Run 1, drive-strength map:
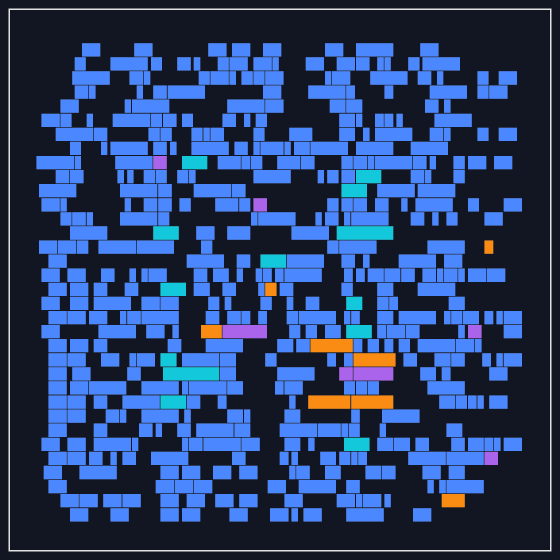
Run 1, gate-type map:
Bar = 20 µm.
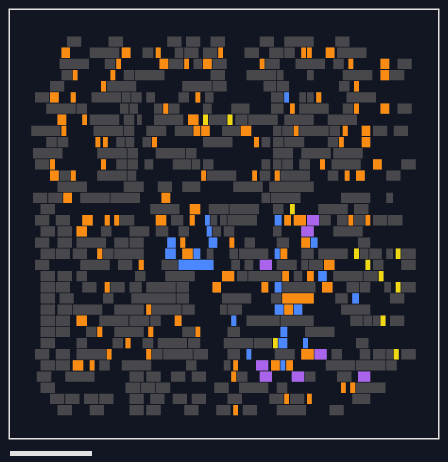
Run 1, the metal 3 layer:
Cells faint in the background.
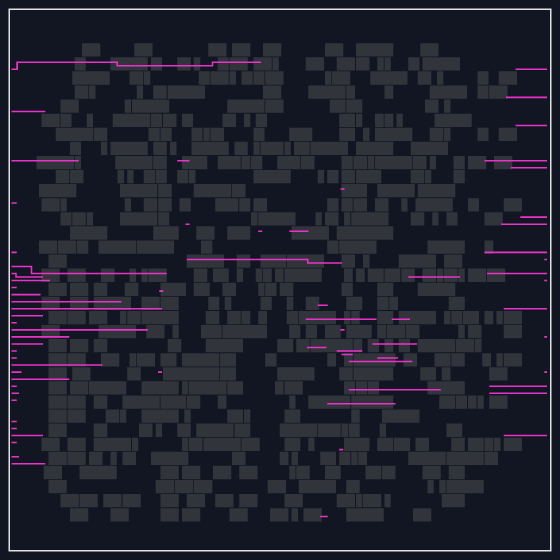
==> config.mk <==
export PLATFORM = sky130hd
export DESIGN_NAME = idli_mem_ctl_m_flat
export DESIGN_NICKNAME = d
export VERILOG_FILES = /design/src/rtl/idli_pkg.sv /design/src/rtl/idli_mem_ctl_m_if.sv /design/src/rtl/idli_mctl_ser_m.sv /design/src/rtl/idli_mem_ctl_m.sv /design/src/flat_wrapper.sv
export SDC_FILE = /design/constraint.sdc
export NUM_CORES = 1
export LEC_CHECK = 0
export CAP_MARGIN = 10
export CELL_PAD_IN_SITES_DETAIL_PLACEMENT = 0
export CELL_PAD_IN_SITES_GLOBAL_PLACEMENT = 1
export CORE_MARGIN = 5
export CORE_UTILIZATION = 40
export DETAILED_ROUTE_END_ITERATION = 12
export HOLD_SLACK_MARGIN = 0.1
export PLACE_DENSITY_LB_ADDON = 0.1
export SLEW_MARGIN = 20
export SYNTH_ARGS = -nofsm -noshare
export SYNTH_HDL_FRONTEND = slang
export SYNTH_SLANG_ARGS = --single-unit
==> constraint.sdc <==
create_clock -name i_mctl_gck -period 3.9 [get_ports i_mctl_gck]
set_input_delay 0.585 -clock i_mctl_gck [delete_from_list [all_inputs] [get_ports i_mctl_gck]]
set_output_delay 0.585 -clock i_mctl_gck [all_outputs]
set_load 0.005 [all_outputs]
==> src/rtl/idli_pkg.sv <==
// Shared types for the idli core: nibble slices, word-phase counter, words and
// the memory-controller sequencing states.
package idli_pkg;

    typedef logic [3:0]  slice_t;
    typedef logic [1:0]  ctr_t;
    typedef logic [15:0] word_t;
    typedef logic [15:0] addr_t;

    typedef enum logic [1:0] {
        StRedirFe,
        StStream,
        StRedirLs,
        StLsXfer
    } mctl_state_e;

    // Nibble ctr of a word, LSB nibble at ctr 0.
    function automatic slice_t nibble(word_t w, ctr_t c);
        return w[{c, 2'b00} +: 4];
    endfunction

endpackage

==> src/rtl/idli_mem_ctl_m_if.sv <==
// Core/SQI-facing bus of the memory controller. sqi_wdata feeds the SQI data
// input; sqi_rdata/sqi_rvld come back from the SQI data output.
interface idli_mem_ctl_m_if;
    import idli_pkg::*;

    ctr_t   ctr;
    logic   fe_redirect;
    addr_t  fe_addr;
    slice_t fe_data;
    logic   fe_vld;
    logic   ls_req;
    logic   ls_wr;
    addr_t  ls_addr;
    word_t  ls_wdata;
    logic   ls_ack;
    word_t  ls_rdata;
    logic   sqi_redirect;
    logic   sqi_wr_en;
    slice_t sqi_wdata;
    slice_t sqi_rdata;
    logic   sqi_rvld;

    modport slave (
        input  fe_redirect, fe_addr, ls_req, ls_wr, ls_addr, ls_wdata, sqi_rdata, sqi_rvld,
        output ctr, fe_data, fe_vld, ls_ack, ls_rdata, sqi_redirect, sqi_wr_en, sqi_wdata
    );

    modport master (
        output fe_redirect, fe_addr, ls_req, ls_wr, ls_addr, ls_wdata, sqi_rdata, sqi_rvld,
        input  ctr, fe_data, fe_vld, ls_ack, ls_rdata, sqi_redirect, sqi_wr_en, sqi_wdata
    );

endinterface

==> src/rtl/idli_mctl_ser_m.sv <==
// Nibble serialiser (parallel load, shift out LSB first) and ctr-indexed
// deserialiser whose result is committed to the load-data register.
module idli_mctl_ser_m
    import idli_pkg::*;
(
    input  logic   i_ser_gck,
    input  logic   i_ser_rst,
    input  logic   i_ser_ld,
    input  word_t  i_ser_ld_word,
    output slice_t o_ser_nib,
    input  logic   i_ser_cap,
    input  ctr_t   i_ser_cap_idx,
    input  slice_t i_ser_cap_nib,
    input  logic   i_ser_commit,
    output word_t  o_ser_rdata
);

    word_t sr_q, sr_d;
    word_t cap_q, cap_d;
    word_t rdata_q, rdata_d;

    always_comb begin
        sr_d    = i_ser_ld ? i_ser_ld_word : {4'h0, sr_q[15:4]};
        cap_d   = cap_q;
        if (i_ser_cap) begin
            cap_d[{i_ser_cap_idx, 2'b00} +: 4] = i_ser_cap_nib;
        end
        // Commit includes the nibble captured in the same cycle.
        rdata_d = i_ser_commit ? cap_d : rdata_q;
    end

    always_ff @(posedge i_ser_gck) begin
        if (i_ser_rst) begin
            sr_q    <= '0;
            cap_q   <= '0;
            rdata_q <= '0;
        end else begin
            sr_q    <= sr_d;
            cap_q   <= cap_d;
            rdata_q <= rdata_d;
        end
    end

    assign o_ser_nib   = sr_q[3:0];
    assign o_ser_rdata = rdata_q;

endmodule

==> src/rtl/idli_mem_ctl_m.sv <==
// Memory controller: owns the word-phase counter and shares the SQI port between
// instruction fetch streaming and a single load/store requester.
module idli_mem_ctl_m
    import idli_pkg::*;
(
    input  logic            i_mctl_gck,
    input  logic            i_mctl_rst,
    idli_mem_ctl_m_if.slave mctl
);

    ctr_t        ctr_q;
    mctl_state_e state_q, state_d;
    addr_t       fe_pc_q, fe_pc_d;
    logic        pend_q, pend_d;
    logic        ack_q, ack_d;
    logic        boundary;
    logic        fe_vld;
    logic        ser_ld, ser_cap, ser_commit;
    word_t       ser_ld_word, ser_rdata;
    slice_t      ser_nib;

    assign boundary = (ctr_q == 2'd3);
    // A pending redirect makes the streamed nibbles stale.
    assign fe_vld   = (state_q == StStream) && mctl.sqi_rvld && !pend_q;

    always_comb begin
        state_d = state_q;
        if (boundary) begin
            unique case (state_q)
                StRedirFe: state_d = StStream;
                StStream: begin
                    if (mctl.ls_req) begin
                        state_d = StRedirLs;
                    end else if (pend_q || mctl.fe_redirect) begin
                        state_d = StRedirFe;
                    end
                end
                StRedirLs: state_d = StLsXfer;
                StLsXfer: begin
                    if (mctl.ls_wr || mctl.sqi_rvld) begin
                        state_d = StRedirFe;
                    end
                end
                default: state_d = state_q;
            endcase
        end
    end

    always_comb begin
        fe_pc_d = fe_pc_q;
        pend_d  = pend_q;
        if (mctl.fe_redirect) begin
            fe_pc_d = mctl.fe_addr;
            pend_d  = 1'b1;
        end else if (boundary && fe_vld) begin
            fe_pc_d = fe_pc_q + 16'd1;
        end
        if (boundary && (state_q != StRedirFe) && (state_d == StRedirFe)) begin
            pend_d = 1'b0;
        end
    end

    assign ack_d       = boundary && (state_q == StLsXfer) && (state_d == StRedirFe);
    assign ser_ld      = boundary && (state_q != state_d) &&
                         ((state_d == StRedirLs) || (state_d == StLsXfer));
    assign ser_ld_word = (state_d == StLsXfer) ? mctl.ls_wdata : mctl.ls_addr;
    assign ser_cap     = (state_q == StLsXfer) && !mctl.ls_wr && mctl.sqi_rvld;
    assign ser_commit  = ack_d && !mctl.ls_wr;

    always_ff @(posedge i_mctl_gck) begin
        if (i_mctl_rst) begin
            ctr_q   <= '0;
            state_q <= StRedirFe;
            fe_pc_q <= '0;
            pend_q  <= 1'b0;
            ack_q   <= 1'b0;
        end else begin
            ctr_q   <= ctr_q + 2'd1;
            state_q <= state_d;
            fe_pc_q <= fe_pc_d;
            pend_q  <= pend_d;
            ack_q   <= ack_d;
        end
    end

    idli_mctl_ser_m u_ser (
        .i_ser_gck     (i_mctl_gck),
        .i_ser_rst     (i_mctl_rst),
        .i_ser_ld      (ser_ld),
        .i_ser_ld_word (ser_ld_word),
        .o_ser_nib     (ser_nib),
        .i_ser_cap     (ser_cap),
        .i_ser_cap_idx (ctr_q),
        .i_ser_cap_nib (mctl.sqi_rdata),
        .i_ser_commit  (ser_commit),
        .o_ser_rdata   (ser_rdata)
    );

    // Outputs are forced low for as long as reset is held.
    always_comb begin
        mctl.ctr          = '0;
        mctl.fe_data      = '0;
        mctl.fe_vld       = 1'b0;
        mctl.ls_ack       = 1'b0;
        mctl.ls_rdata     = '0;
        mctl.sqi_redirect = 1'b0;
        mctl.sqi_wr_en    = 1'b0;
        mctl.sqi_wdata    = '0;
        if (!i_mctl_rst) begin
            mctl.ctr      = ctr_q;
            mctl.ls_ack   = ack_q;
            mctl.ls_rdata = ser_rdata;
            unique case (state_q)
                StRedirFe: begin
                    mctl.sqi_redirect = 1'b1;
                    mctl.sqi_wdata    = nibble(fe_pc_q, ctr_q);
                end
                StStream: begin
                    mctl.fe_data = mctl.sqi_rdata;
                    mctl.fe_vld  = fe_vld;
                end
                StRedirLs: begin
                    mctl.sqi_redirect = 1'b1;
                    mctl.sqi_wr_en    = mctl.ls_wr;
                    mctl.sqi_wdata    = ser_nib;
                end
                StLsXfer: begin
                    if (mctl.ls_wr) begin
                        mctl.sqi_wr_en = 1'b1;
                        mctl.sqi_wdata = ser_nib;
                    end
                end
                default: ;
            endcase
        end
    end

endmodule

==> src/flat_wrapper.sv <==
// flat-port wrapper written by rule: the top's interface ports become plain ports
module idli_mem_ctl_m_flat import idli_pkg::*;
  (i_mctl_gck, i_mctl_rst, mctl_fe_redirect, mctl_fe_addr, mctl_ls_req, mctl_ls_wr, mctl_ls_addr, mctl_ls_wdata, mctl_sqi_rdata, mctl_sqi_rvld, mctl_ctr, mctl_fe_data, mctl_fe_vld, mctl_ls_ack, mctl_ls_rdata, mctl_sqi_redirect, mctl_sqi_wr_en, mctl_sqi_wdata);
  idli_mem_ctl_m_if mctl_i ();
  input  logic i_mctl_gck;
  input  logic i_mctl_rst;
  input wire logic [$bits(mctl_i.fe_redirect)-1:0] mctl_fe_redirect;
  input wire logic [$bits(mctl_i.fe_addr)-1:0] mctl_fe_addr;
  input wire logic [$bits(mctl_i.ls_req)-1:0] mctl_ls_req;
  input wire logic [$bits(mctl_i.ls_wr)-1:0] mctl_ls_wr;
  input wire logic [$bits(mctl_i.ls_addr)-1:0] mctl_ls_addr;
  input wire logic [$bits(mctl_i.ls_wdata)-1:0] mctl_ls_wdata;
  input wire logic [$bits(mctl_i.sqi_rdata)-1:0] mctl_sqi_rdata;
  input wire logic [$bits(mctl_i.sqi_rvld)-1:0] mctl_sqi_rvld;
  output wire logic [$bits(mctl_i.ctr)-1:0] mctl_ctr;
  output wire logic [$bits(mctl_i.fe_data)-1:0] mctl_fe_data;
  output wire logic [$bits(mctl_i.fe_vld)-1:0] mctl_fe_vld;
  output wire logic [$bits(mctl_i.ls_ack)-1:0] mctl_ls_ack;
  output wire logic [$bits(mctl_i.ls_rdata)-1:0] mctl_ls_rdata;
  output wire logic [$bits(mctl_i.sqi_redirect)-1:0] mctl_sqi_redirect;
  output wire logic [$bits(mctl_i.sqi_wr_en)-1:0] mctl_sqi_wr_en;
  output wire logic [$bits(mctl_i.sqi_wdata)-1:0] mctl_sqi_wdata;
  assign mctl_i.fe_redirect = mctl_fe_redirect;
  assign mctl_i.fe_addr = mctl_fe_addr;
  assign mctl_i.ls_req = mctl_ls_req;
  assign mctl_i.ls_wr = mctl_ls_wr;
  assign mctl_i.ls_addr = mctl_ls_addr;
  assign mctl_i.ls_wdata = mctl_ls_wdata;
  assign mctl_i.sqi_rdata = mctl_sqi_rdata;
  assign mctl_i.sqi_rvld = mctl_sqi_rvld;
  assign mctl_ctr = mctl_i.ctr;
  assign mctl_fe_data = mctl_i.fe_data;
  assign mctl_fe_vld = mctl_i.fe_vld;
  assign mctl_ls_ack = mctl_i.ls_ack;
  assign mctl_ls_rdata = mctl_i.ls_rdata;
  assign mctl_sqi_redirect = mctl_i.sqi_redirect;
  assign mctl_sqi_wr_en = mctl_i.sqi_wr_en;
  assign mctl_sqi_wdata = mctl_i.sqi_wdata;
  idli_mem_ctl_m u_core (.i_mctl_gck(i_mctl_gck), .i_mctl_rst(i_mctl_rst), .mctl(mctl_i));
endmodule
==> impl_metrics.py, run 1 <==
# Physical implementation metrics
metrics = {
    "global_routing": {
        "antenna_found_initial": 0,
        "grtUsageMet2_pct": 23.27,
    },
    "worst_setup_path": {
        "crit_slowest_cell": "dfxtp_1",
        "critical_path_class": "reg2out",
    },
    "sta": {
        "worst_slack_ns": 0.9650,
        "worst_slew_pin_slew_ns": 1.004,
        "slew_headroom_pct": 32.66,
        "setup_viol": 0,
    },
    "cts": {
        "cts_setup_buffers": 0,
        "clk_root_buffer_cell": "clkbuf_8",
        "insertion_delay_ns": 0.34,
        "cts_tree": "done",
    },
    "worst_hold_path": {
        "hold_end": "u_core.u_ser.sr_q[1]",
        "hp-class": "reg2reg",
    },
    "synth": {
        "yosysTopAreaCell": "dfxtp_1",
        "area_leaders": "dfxtp_1, a211oi_1, nor2_1, mux2i_1, a21boi_0",
        "adder_share_pct": 2.465,
        "netlist_area_um2": 3553,
    },
    "run_status": {
        "outcome": "completed",
    },
    "power": {
        "switching_share_pct": 24.38,
        "pwr-share-clk_pct": 41.0,
        "powerComb_uw": 178,
    },
    "layout": {
        "n_all_inverters": 11,
        "mostFrequentLayoutCells": "clkdlybuf4s50_1, dfxtp_1, nor2_1",
        "clk_share_pct": 4.715,
        "fin_nets": 534,
    },
    "drt": {
        "drc": 0,
        "drtIter0Drc": 121,
    },
    "die": {
        "die_w_um": 104.3,
    },
    "run": {
        "maxCapViolations": 0,
    },
}
About 'drive-strength map':
| color | size | cells | share | most used |
|---|---|---|---|---|
| cyan | x6 and larger | 13 | 2.7% | clkbuf_8 |
| orange | x2 | 8 | 1.7% | mux4_2 |
| purple | x3 and x4 | 7 | 1.5% | buf_4 |
| blue | x1 and smaller | 446 | 94% | clkdlybuf4s50_1 |

About 'gate-type map':
| color | family | cells | most used |
|---|---|---|---|
| blue | nand cells | 22 | nand2_1 |
| purple | xor and xnor cells | 8 | xnor2_1 |
| yellow | inv cells | 11 | inv_1 |
| orange | nor cells | 105 | nor2_1 |

About 'the metal 3 layer':
main direction: horizontal
nets with wire on the layer: 61
share of all routed wire: 6.0%
longest straight run: 28.8 µm
wire length on this layer: 512 µm

Run 1, clock distribution:
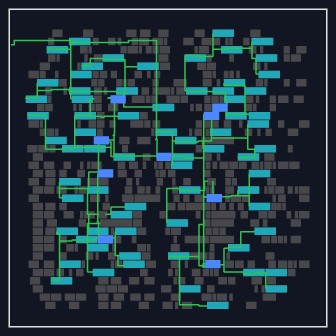

==> inputs of run 2 (changes only) <==
--- a/config.mk
+++ b/config.mk
@@ -9,7 +9,7 @@
 export CELL_PAD_IN_SITES_DETAIL_PLACEMENT = 0
 export CELL_PAD_IN_SITES_GLOBAL_PLACEMENT = 1
 export CORE_MARGIN = 5
-export CORE_UTILIZATION = 40
+export CORE_UTILIZATION = 37
 export DETAILED_ROUTE_END_ITERATION = 12
 export HOLD_SLACK_MARGIN = 0.1
 export PLACE_DENSITY_LB_ADDON = 0.1
==> constraint.sdc (replaced) <==
create_clock -name i_mctl_gck -period 3.1 [get_ports i_mctl_gck]
set_input_delay 0.465 -clock i_mctl_gck [delete_from_list [all_inputs] [get_ports i_mctl_gck]]
set_output_delay 0.465 -clock i_mctl_gck [all_outputs]
set_load 0.005 [all_outputs]
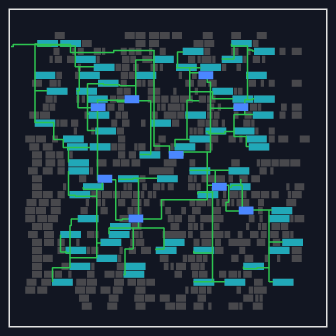
Run 2: clock distribution
[green] clock wires | length: 977 µm
[cyan] flip-flops | count: 70
[blue] clock-net drivers | count: 9
flops lie: widely spread

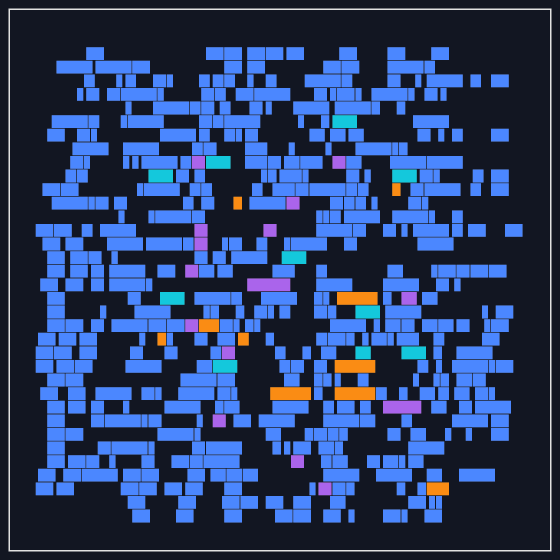
Run 2: drive-strength map
| color | size | cells | share | most used |
|---|---|---|---|---|
| purple | x3 and x4 | 15 | 3.1% | buf_4 |
| blue | x1 and smaller | 445 | 93% | clkdlybuf4s50_1 |
| cyan | x6 and larger | 10 | 2.1% | clkbuf_8 |
| orange | x2 | 10 | 2.1% | mux4_2 |
Final Instance Area: 4696 µm²
buffers outside the clock class: 96
Area growth syn-to-layout: 32.15%

==> impl_metrics.py, run 2 <==
# Physical implementation metrics
metrics = {
    "run_status": {
        "outcome": "completed",
    },
    "worst_setup_path": {
        "crit_slowest_cell": "dfxtp_1",
        "critical_path_class": "reg2out",
        "path_max_fanout": 12,
        "cp.arrival_ns": 2.29,
        "rrSetupSlack_ns": 0.72,
    },
    "sta": {
        "worst_slack_ns": 0.3448,
        "setup_viol": 0,
        "slew_headroom_pct": 56.01,
        "worst_slew_pin_slew_ns": 0.6598,
    },
    "synth": {
        "adder_share_pct": 2.465,
        "ys_seq_share_pct": 39.44,
        "yosysTopAreaCell": "dfxtp_1",
        "synth.comb.largest_family": "simple AND/OR/NAND/NOR gates",
    },
    "power": {
        "pwr-share-seq_pct": 51.9,
        "powerComb_uw": 226,
        "pwr-share-clk_pct": 35.9,
        "switching_share_pct": 27.01,
        "intPower_mw": 1.340,
    },
    "cts": {
        "cts_setup_buffers": 0,
        "clk_root_buffer_cell": "clkbuf_8",
        "cts_tree": "done",
        "insertion_delay_ns": 0.35,
    },
    "worst_hold_path": {
        "hp-class": "in2reg",
        "hold_end": "u_core.u_ser.sr_q[9]",
    },
    "drt": {
        "via_per_inst": 5.125,
        "drc": 0,
        "wl_met3_um": 595,
        "drtIter0Drc": 117,
    },
    "global_routing": {
        "antenna_found_initial": 0,
        "grtUsageMet2_pct": 24.20,
    },
    "run": {
        "maxCapViolations": 0,
    },
    "die": {
        "die_w_um": 108,
    },
    "layout": {
        "clk_share_pct": 3.704,
        "n_all_inverters": 11,
    },
}
Run 2, routing congestion:
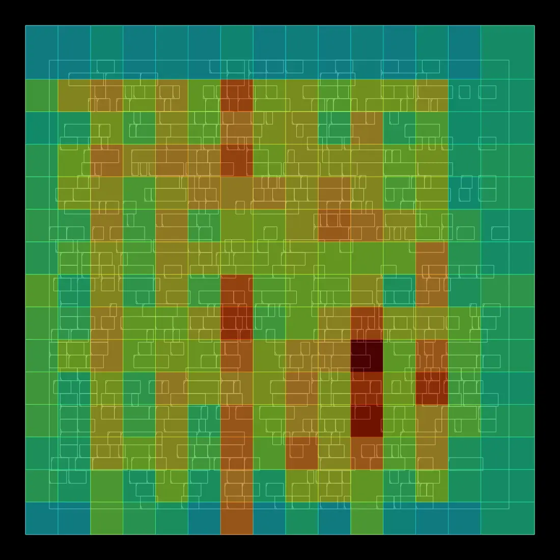

==> inputs of run 3 (changes only) <==
--- a/config.mk
+++ b/config.mk
@@ -8,7 +8,6 @@
 export CAP_MARGIN = 10
 export CELL_PAD_IN_SITES_DETAIL_PLACEMENT = 0
 export CELL_PAD_IN_SITES_GLOBAL_PLACEMENT = 1
-export CORE_MARGIN = 5
 export CORE_UTILIZATION = 37
 export DETAILED_ROUTE_END_ITERATION = 12
 export HOLD_SLACK_MARGIN = 0.1
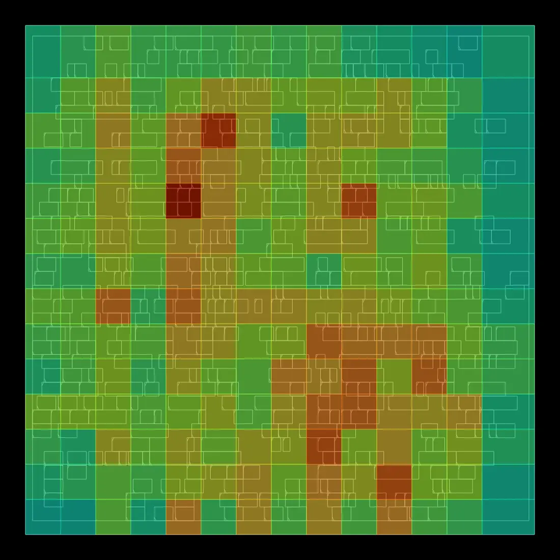
Run 3: routing congestion
drt wl/cell: 13.83 µm
grt met1 use: 24.58%
All-Layer GR Usage: 17.79%

==> impl_metrics.py, run 3 <==
# Physical implementation metrics
metrics = {
    "worst_setup_path": {
        "cp.arrival_ns": 2.28,
        "path_max_fanout": 12,
        "critical_path_class": "reg2out",
        "crit_slowest_cell": "dfxtp_1",
    },
    "worst_hold_path": {
        "hp-class": "reg2reg",
        "hold_end": "u_core.u_ser.sr_q[0]",
    },
    "global_routing": {
        "grtUsageMet2_pct": 27.85,
        "antenna_found_initial": 0,
    },
    "synth": {
        "synth.comb.largest_family": "simple AND/OR/NAND/NOR gates",
        "ys_seq_share_pct": 39.44,
        "netlist_area_um2": 3553,
        "yosysTopAreaCell": "dfxtp_1",
        "area_leaders": "dfxtp_1, a211oi_1, nor2_1, mux2i_1, a21boi_0",
    },
    "power": {
        "powerComb_uw": 227,
        "pwr-share-clk_pct": 38.6,
        "pwr-share-seq_pct": 49.6,
    },
    "layout": {
        "fin_area_um2": 4722,
        "fin_nets": 540,
        "n_all_inverters": 11,
        "clk_share_pct": 4.240,
        "buffers": 96,
        "area_delta_synth_final_pct": 32.89,
        "mostFrequentLayoutCells": "clkdlybuf4s50_1, dfxtp_1, nor2_1",
    },
    "sta": {
        "setup_viol": 0,
        "worst_slew_pin_slew_ns": 0.6402,
        "slew_headroom_pct": 57.28,
    },
    "drt": {
        "via_per_inst": 5.053,
        "drc": 0,
        "wl_met3_um": 406,
    },
    "cts": {
        "cts_tree": "done",
        "insertion_delay_ns": 0.34,
        "cts_setup_buffers": 0,
    },
    "run": {
        "maxCapViolations": 0,
    },
    "run_status": {
        "outcome": "completed",
    },
}
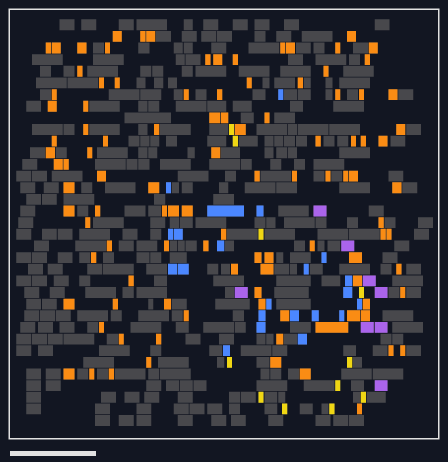
Run 3: gate-type map
Bar = 20 µm.
| color | family | cells | most used |
|---|---|---|---|
| purple | xor and xnor cells | 8 | xnor2_1 |
| orange | nor cells | 105 | nor2_1 |
| blue | nand cells | 22 | nand2_1 |
| yellow | inv cells | 11 | inv_1 |

Power is estimated from default activity; no workload was simulated.
